File: src/rtl/i2c_pkg.sv
`default_nettype none
// ============================================================================
// Module   : i2c_pkg
// Purpose  : Shared types and constants for the I2C bus fabric.
//            - bus_state_t : bus monitor state (idle / busy)
//            - default filter length and SCL-low timeout
//            - statistics counter width
// Revision : 1.0 - initial release
// ============================================================================
package i2c_pkg;

    typedef enum logic [0:0] {
        BUS_IDLE = 1'b0,
        BUS_BUSY = 1'b1
    } bus_state_t;

    localparam int c_def_filt_len    = 3;
    localparam int c_def_timeout_cyc = 1000;
    localparam int c_stats_w         = 16;

endpackage : i2c_pkg
`default_nettype wire

File: src/rtl/i2c_line_filter.sv
`default_nettype none
// ============================================================================
// Module   : i2c_line_filter
// Purpose  : Two-flop synchroniser followed by a persistence glitch filter
//            for one open-drain bus line. The filtered output only follows
//            the synchronised level after that level has differed from it
//            for FILT_LEN consecutive cycles. Raw-to-filtered latency is
//            2 + FILT_LEN cycles.
// Ports    : clk      - system clock
//            rst      - synchronous active-high reset (line idles high)
//            i_line   - raw resolved line (asynchronous to clk)
//            o_line_f - synchronised, filtered line
// Revision : 1.0 - initial release
// ============================================================================
module i2c_line_filter #(
    parameter int FILT_LEN = 3
) (
    input  logic clk,
    input  logic rst,
    input  logic i_line,
    output logic o_line_f
);

    localparam int                  c_cnt_w    = $clog2(FILT_LEN + 1);
    localparam logic [c_cnt_w-1:0]  c_cnt_last = c_cnt_w'(FILT_LEN - 1);
    localparam logic [c_cnt_w-1:0]  c_cnt_one  = c_cnt_w'(1);

    logic               r_sync1;
    logic               r_sync2;
    logic               r_filt;
    logic [c_cnt_w-1:0] r_cnt;

    always_ff @(posedge clk) begin
        if (rst) begin
            r_sync1 <= 1'b1;
            r_sync2 <= 1'b1;
            r_filt  <= 1'b1;
            r_cnt   <= '0;
        end else begin
            r_sync1 <= i_line;
            r_sync2 <= r_sync1;
            if (r_sync2 == r_filt) begin
                r_cnt <= '0;
            end else if (r_cnt == c_cnt_last) begin
                // This edge is the FILT_LEN-th consecutive disagreeing cycle.
                r_filt <= r_sync2;
                r_cnt  <= '0;
            end else begin
                r_cnt <= r_cnt + c_cnt_one;
            end
        end
    end

    assign o_line_f = r_filt;

endmodule : i2c_line_filter
`default_nettype wire

File: src/rtl/i2c_bus_fabric.sv
`default_nettype none
// ============================================================================
// Module   : i2c_bus_fabric
// Purpose  : Wired-AND resolution of SDA/SCL for N_AGENTS agents plus a
//            clocked bus monitor: synchronised/filtered lines, START/STOP
//            detection, bus-busy tracking, sticky per-agent arbitration-loss
//            flags and an SCL-low timeout.
// Ports    : clk, rst               - clock, synchronous active-high reset
//            sda_low_intent[N]      - agent i pulls SDA low
//            scl_low_intent[N]      - agent i pulls SCL low
//            agent_tx_en[N]         - agent i is transmitting on SDA
//            SDA, SCL               - resolved bus lines
//            sda_in, scl_in         - raw resolved lines (combinational)
//            sda_f, scl_f           - synchronised + filtered lines
//            start_det, stop_det    - one-cycle condition pulses
//            bus_busy               - high between START and STOP
//            arb_lost[N]            - sticky arbitration-lost flags
//            scl_timeout            - one-cycle SCL-low timeout pulse
//            start_cnt, stop_cnt,
//            arb_cnt                - saturating event counters, present
//                                     only when I2C_BUS_STATS_EN is defined
// Options  : I2C_BUS_STATS_EN - adds the statistics counters
// Revision : 1.0 - initial release
// ============================================================================
module i2c_bus_fabric
    import i2c_pkg::*;
#(
    parameter int N_AGENTS    = 2,
    parameter int FILT_LEN    = c_def_filt_len,
    parameter int TIMEOUT_CYC = c_def_timeout_cyc
) (
    input  logic                  clk,
    input  logic                  rst,
    input  logic [N_AGENTS-1:0]   sda_low_intent,
    input  logic [N_AGENTS-1:0]   scl_low_intent,
    input  logic [N_AGENTS-1:0]   agent_tx_en,
    inout  wire                   SDA,
    inout  wire                   SCL,
    output logic                  sda_in,
    output logic                  scl_in,
    output logic                  sda_f,
    output logic                  scl_f,
    output logic                  start_det,
    output logic                  stop_det,
    output logic                  bus_busy,
    output logic [N_AGENTS-1:0]   arb_lost,
`ifdef I2C_BUS_STATS_EN
    output logic [c_stats_w-1:0]  start_cnt,
    output logic [c_stats_w-1:0]  stop_cnt,
    output logic [c_stats_w-1:0]  arb_cnt,
`endif
    output logic                  scl_timeout
);

    // ------------------------------------------------------------------
    // Wired-AND resolution with a modelled pull-up
    // ------------------------------------------------------------------
    logic w_sda_res;
    logic w_scl_res;

    assign w_sda_res = ~(|sda_low_intent);
    assign w_scl_res = ~(|scl_low_intent);
    assign SDA       = w_sda_res;
    assign SCL       = w_scl_res;
    assign sda_in    = w_sda_res;
    assign scl_in    = w_scl_res;

    // ------------------------------------------------------------------
    // Synchronise and filter both lines
    // ------------------------------------------------------------------
    logic w_sda_f;
    logic w_scl_f;

    i2c_line_filter #(.FILT_LEN(FILT_LEN)) u_sda_filter (
        .clk      (clk),
        .rst      (rst),
        .i_line   (w_sda_res),
        .o_line_f (w_sda_f)
    );

    i2c_line_filter #(.FILT_LEN(FILT_LEN)) u_scl_filter (
        .clk      (clk),
        .rst      (rst),
        .i_line   (w_scl_res),
        .o_line_f (w_scl_f)
    );

    assign sda_f = w_sda_f;
    assign scl_f = w_scl_f;

    // ------------------------------------------------------------------
    // Condition detect and bus state
    // ------------------------------------------------------------------
    bus_state_t           r_state;
    logic                 r_sda_prev;
    logic                 r_scl_prev;
    logic                 r_start_det;
    logic                 r_stop_det;
    logic [N_AGENTS-1:0]  r_arb_lost;

    logic                 w_start;
    logic                 w_stop;
    logic                 w_scl_rise;
    logic [N_AGENTS-1:0]  w_arb_set;
    logic [N_AGENTS-1:0]  w_arb_next;

    // Requiring SCL high on both samples also rejects simultaneous edges.
    assign w_start    = r_scl_prev & w_scl_f &  r_sda_prev & ~w_sda_f;
    assign w_stop     = r_scl_prev & w_scl_f & ~r_sda_prev &  w_sda_f;
    assign w_scl_rise = ~r_scl_prev & w_scl_f;

    // An agent loses when it released SDA but the bus reads low.
    assign w_arb_set  = (w_scl_rise && (r_state == BUS_BUSY))
                      ? (agent_tx_en & ~sda_low_intent & {N_AGENTS{~w_sda_f}})
                      : '0;
    // Clearing on the stop_det cycle dominates any concurrent set.
    assign w_arb_next = r_stop_det ? '0 : (r_arb_lost | w_arb_set);

    always_ff @(posedge clk) begin
        if (rst) begin
            r_state     <= BUS_IDLE;
            r_sda_prev  <= 1'b1;
            r_scl_prev  <= 1'b1;
            r_start_det <= 1'b0;
            r_stop_det  <= 1'b0;
            r_arb_lost  <= '0;
        end else begin
            r_sda_prev  <= w_sda_f;
            r_scl_prev  <= w_scl_f;
            r_start_det <= w_start;
            r_stop_det  <= w_stop;
            r_arb_lost  <= w_arb_next;
            case (r_state)
                BUS_IDLE: if (w_start) r_state <= BUS_BUSY;
                BUS_BUSY: if (w_stop)  r_state <= BUS_IDLE;
                default:               r_state <= BUS_IDLE;
            endcase
        end
    end

    assign start_det = r_start_det;
    assign stop_det  = r_stop_det;
    assign bus_busy  = (r_state == BUS_BUSY);
    assign arb_lost  = r_arb_lost;

    // ------------------------------------------------------------------
    // SCL-low timeout
    // ------------------------------------------------------------------
    generate
        if (TIMEOUT_CYC > 0) begin : g_timeout
            localparam int                c_to_w   = $clog2(TIMEOUT_CYC + 1);
            localparam logic [c_to_w-1:0] c_to_max = c_to_w'(TIMEOUT_CYC);
            localparam logic [c_to_w-1:0] c_to_one = c_to_w'(1);

            logic [c_to_w-1:0] r_to_cnt;
            logic              r_to_pulse;

            always_ff @(posedge clk) begin
                if (rst) begin
                    r_to_cnt   <= '0;
                    r_to_pulse <= 1'b0;
                end else if ((r_state == BUS_BUSY) && !w_scl_f) begin
                    // Saturation keeps the pulse to a single cycle per low period.
                    if (r_to_cnt != c_to_max) r_to_cnt <= r_to_cnt + c_to_one;
                    r_to_pulse <= (r_to_cnt == (c_to_max - c_to_one));
                end else begin
                    r_to_cnt   <= '0;
                    r_to_pulse <= 1'b0;
                end
            end

            assign scl_timeout = r_to_pulse;
        end else begin : g_no_timeout
            assign scl_timeout = 1'b0;
        end
    endgenerate

    // ------------------------------------------------------------------
    // Optional event statistics
    // ------------------------------------------------------------------
`ifdef I2C_BUS_STATS_EN
    localparam logic [c_stats_w-1:0] c_stats_max = '1;
    localparam logic [c_stats_w-1:0] c_stats_one = c_stats_w'(1);

    logic [c_stats_w-1:0] r_start_cnt;
    logic [c_stats_w-1:0] r_stop_cnt;
    logic [c_stats_w-1:0] r_arb_cnt;
    logic                 w_arb_rise;

    // One count per cycle however many flags rise together.
    assign w_arb_rise = |(w_arb_next & ~r_arb_lost);

    always_ff @(posedge clk) begin
        if (rst) begin
            r_start_cnt <= '0;
            r_stop_cnt  <= '0;
            r_arb_cnt   <= '0;
        end else begin
            if (r_start_det && (r_start_cnt != c_stats_max)) r_start_cnt <= r_start_cnt + c_stats_one;
            if (r_stop_det  && (r_stop_cnt  != c_stats_max)) r_stop_cnt  <= r_stop_cnt  + c_stats_one;
            if (w_arb_rise  && (r_arb_cnt   != c_stats_max)) r_arb_cnt   <= r_arb_cnt   + c_stats_one;
        end
    end

    assign start_cnt = r_start_cnt;
    assign stop_cnt  = r_stop_cnt;
    assign arb_cnt   = r_arb_cnt;
`endif

endmodule : i2c_bus_fabric
`default_nettype wire

File: config.mk
export PLATFORM = sky130hd
export DESIGN_NAME = i2c_bus_fabric
export DESIGN_NICKNAME = d
export VERILOG_FILES = /design/src/rtl/i2c_pkg.sv /design/src/rtl/i2c_line_filter.sv /design/src/rtl/i2c_bus_fabric.sv
export SDC_FILE = /design/constraint.sdc
export NUM_CORES = 1
export LEC_CHECK = 0
export ABC_AREA = 0
export CELL_PAD_IN_SITES_DETAIL_PLACEMENT = 1
export CELL_PAD_IN_SITES_GLOBAL_PLACEMENT = 2
export CORE_ASPECT_RATIO = 0.6
export CORE_MARGIN = 3
export CORE_UTILIZATION = 31
export DETAILED_ROUTE_END_ITERATION = 8
export PLACE_DENSITY_LB_ADDON = 0.1
export SETUP_SLACK_MARGIN = 0.05
export SYNTH_ARGS = -nofsm -noshare
export SYNTH_HDL_FRONTEND = slang
export SYNTH_SLANG_ARGS = --single-unit
File: constraint.sdc
create_clock -name clk -period 1.5 [get_ports clk]
set_input_delay 0.225 -clock clk [delete_from_list [all_inputs] [get_ports clk]]
set_output_delay 0.225 -clock clk [all_outputs]
set_load 0.005 [all_outputs]
==> job_summary.md <==
## PnR job results

| Metric | Value |
|---|---|
| Result of the run | `finished, final reports clean` |
| Count of buffers from port buffering | `17` |
| Number of buffers inserted during clock tree synthesis | `3` |
| Number of hold-repair buffers added at the cts stage | `0` |
| Maximum buffer depth of the clock tree | `2` |
| Power consumed by the clock network | `602 uW` |
| Area share of the leading cell type in the synthesized netlist | `49.61%` |
| Flip-flops with a built-in enable | `0` |
| Distinct cell type count of the synthesized netlist | `35` |
| Most frequently used cell type in the post-synthesis netlist | `sky130_fd_sc_hd__dfxtp_1` |
| Wire length of the first global-routing pass | `4767 um` |
| Total Routing Usage GR | `14.07%` |
| Via count normalized by instance count | `4.764` |
| Seq. pwr | `757 uW` |
| Number of placement rows | `16` |
| Type of destination of the critical path | `flip-flop` |
| Cell-internal power | `1.150 mW` |
| Power share of the clock group | `42.2%` |
| TritonCTS clock tree | `built` |
| Leading register cell type out of synthesis | `sky130_fd_sc_hd__dfxtp_1` |
| Remaining antenna violation count after routing | `0` |
| Total of flip-flops plus latches after synthesis | `28` |
| Worst flop-to-flop path endpoint | `g_timeout.r_to_cnt[0]` |
| Most flops, register | `g_timeout.r_to_cnt` |
| Post-Syn Area | `1130 um^2` |
| Worst Min Path Start | `SDA` |
| Summed negative setup slack over all endpoints | `0 ns` |
| Largest logic family | `simple AND/OR/NAND/NOR gates` |
| Endpoints failing hold | `0` |
| Final tally of setup violations | `0` |
| Power density relative to cell area | `916.1 nW/um^2` |
| DRC errors left | `0` |
| Startpoint types | `flip-flop` |
| Fraction of layout instances using a drive strength above 1 | `26.67%` |
| Mean Syn Cell Area | `9.575 um^2` |
| Buffers inserted by post-CTS timing repair | `0` |
| Hold endpoint | `u_sda_filter.r_sync1` |
| Leakage power of the design | `0.5680 nW` |
| Slew at the pin closest to its max-slew limit | `0.3310 ns` |
| Grt total ovfl | `0` |
| Final worst setup slack | `0.09899 ns` |
| Number of primary I/O pins | `20` |
| H-tree levels | `1` |
| Adder Area Share | `4.430%` |
| Synth top cells by count | `sky130_fd_sc_hd__dfxtp_1, sky130_fd_sc_hd__nor2_1, sky130_fd_sc_hd__nand2_1` |
| Fraction of synthesized area in multiplexers | `1.772%` |
| Post-route fraction of the period consumed by the critical path | `93.40%` |
| Cell count of the worst hold path | `1` |
| Die width | `83.94 um` |
| Cell count after synthesis | `118` |
## cell type report
cell class	count	area, um^2
fillers	397	1808
flip-flops and latches	28	574.3
multi-input cells	78	543.0
repair buffers	32	280.3
well taps	45	56.30
clock buffers	3	41.29
clock inverters	1	30.03
inverters	8	30.03
## worst max-delay path, stage by stage (launching register included)
cell and delay (ns):
sky130_fd_sc_hd__dfxtp_4 0.37, sky130_fd_sc_hd__nand4_1 0.24, sky130_fd_sc_hd__nor4_2 0.37, sky130_fd_sc_hd__buf_4 0.18, sky130_fd_sc_hd__mux2i_1 0.16
## metal layers
metal / vias up / routed length, um / GRT usage (%)
met3: 4 / 91 / 4.396
met4: 0 / 23 / 4.011
li1: 467 / - / -
met1: 447 / 1396 / 17.96
met5: - / 0 / 0
met2: 11 / 1288 / 23.09
### The metal 1 layer

Bar = 20 um. Cells faint in the background.
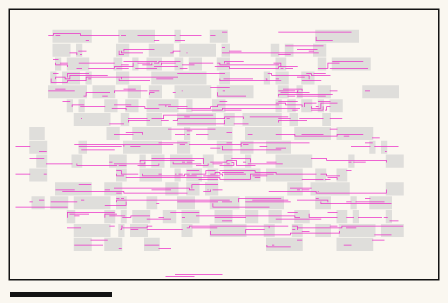
main direction: horizontal
nets with wire on the layer: 152
total vias in the final route: 929
post-detailed-routing wire length: 2799 um
met1 Use GR: 17.96%

### The metal 2 layer

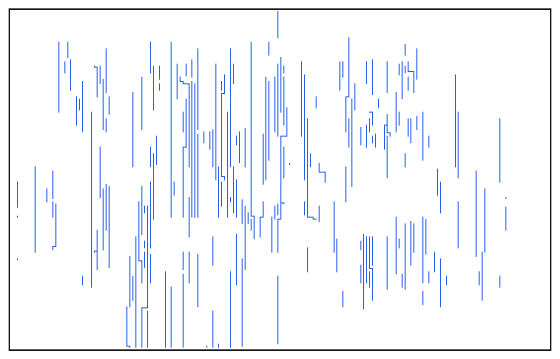
main direction: vertical
nets with wire on the layer: 140
longest straight run: 27.2 um
share of all routed wire: 46%
wire length on this layer: 1290 um
met2 Usage GRT: 23.09%

### M3 wires

Bar = 20 um.
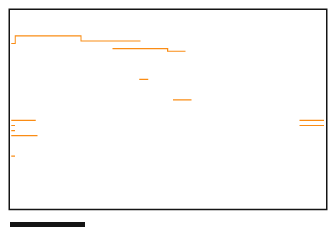
nets with wire on the layer: 9
wire length on this layer: 91.2 um
share of all routed wire: 3.3%
longest straight run: 17.5 um
main direction: horizontal

### Cells by drive strength

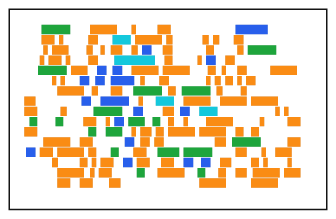
[green] drive 2 | cells: 18 | share: 12%
[cyan] drive 6 and up | cells: 4 | share: 2.7%
[blue] drive 3 to 4 | cells: 18 | share: 12%
[orange] drive 1 or less | cells: 110 | share: 73%

### Clock nets

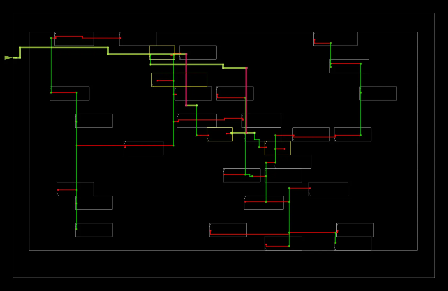
num sequential: 28
Layout clock buffers: 3
total number of clock tree sinks: 28
clock latency at the later pin of the worst-skew pair: 0.28 ns

Power and IR drop assume default switching activity.
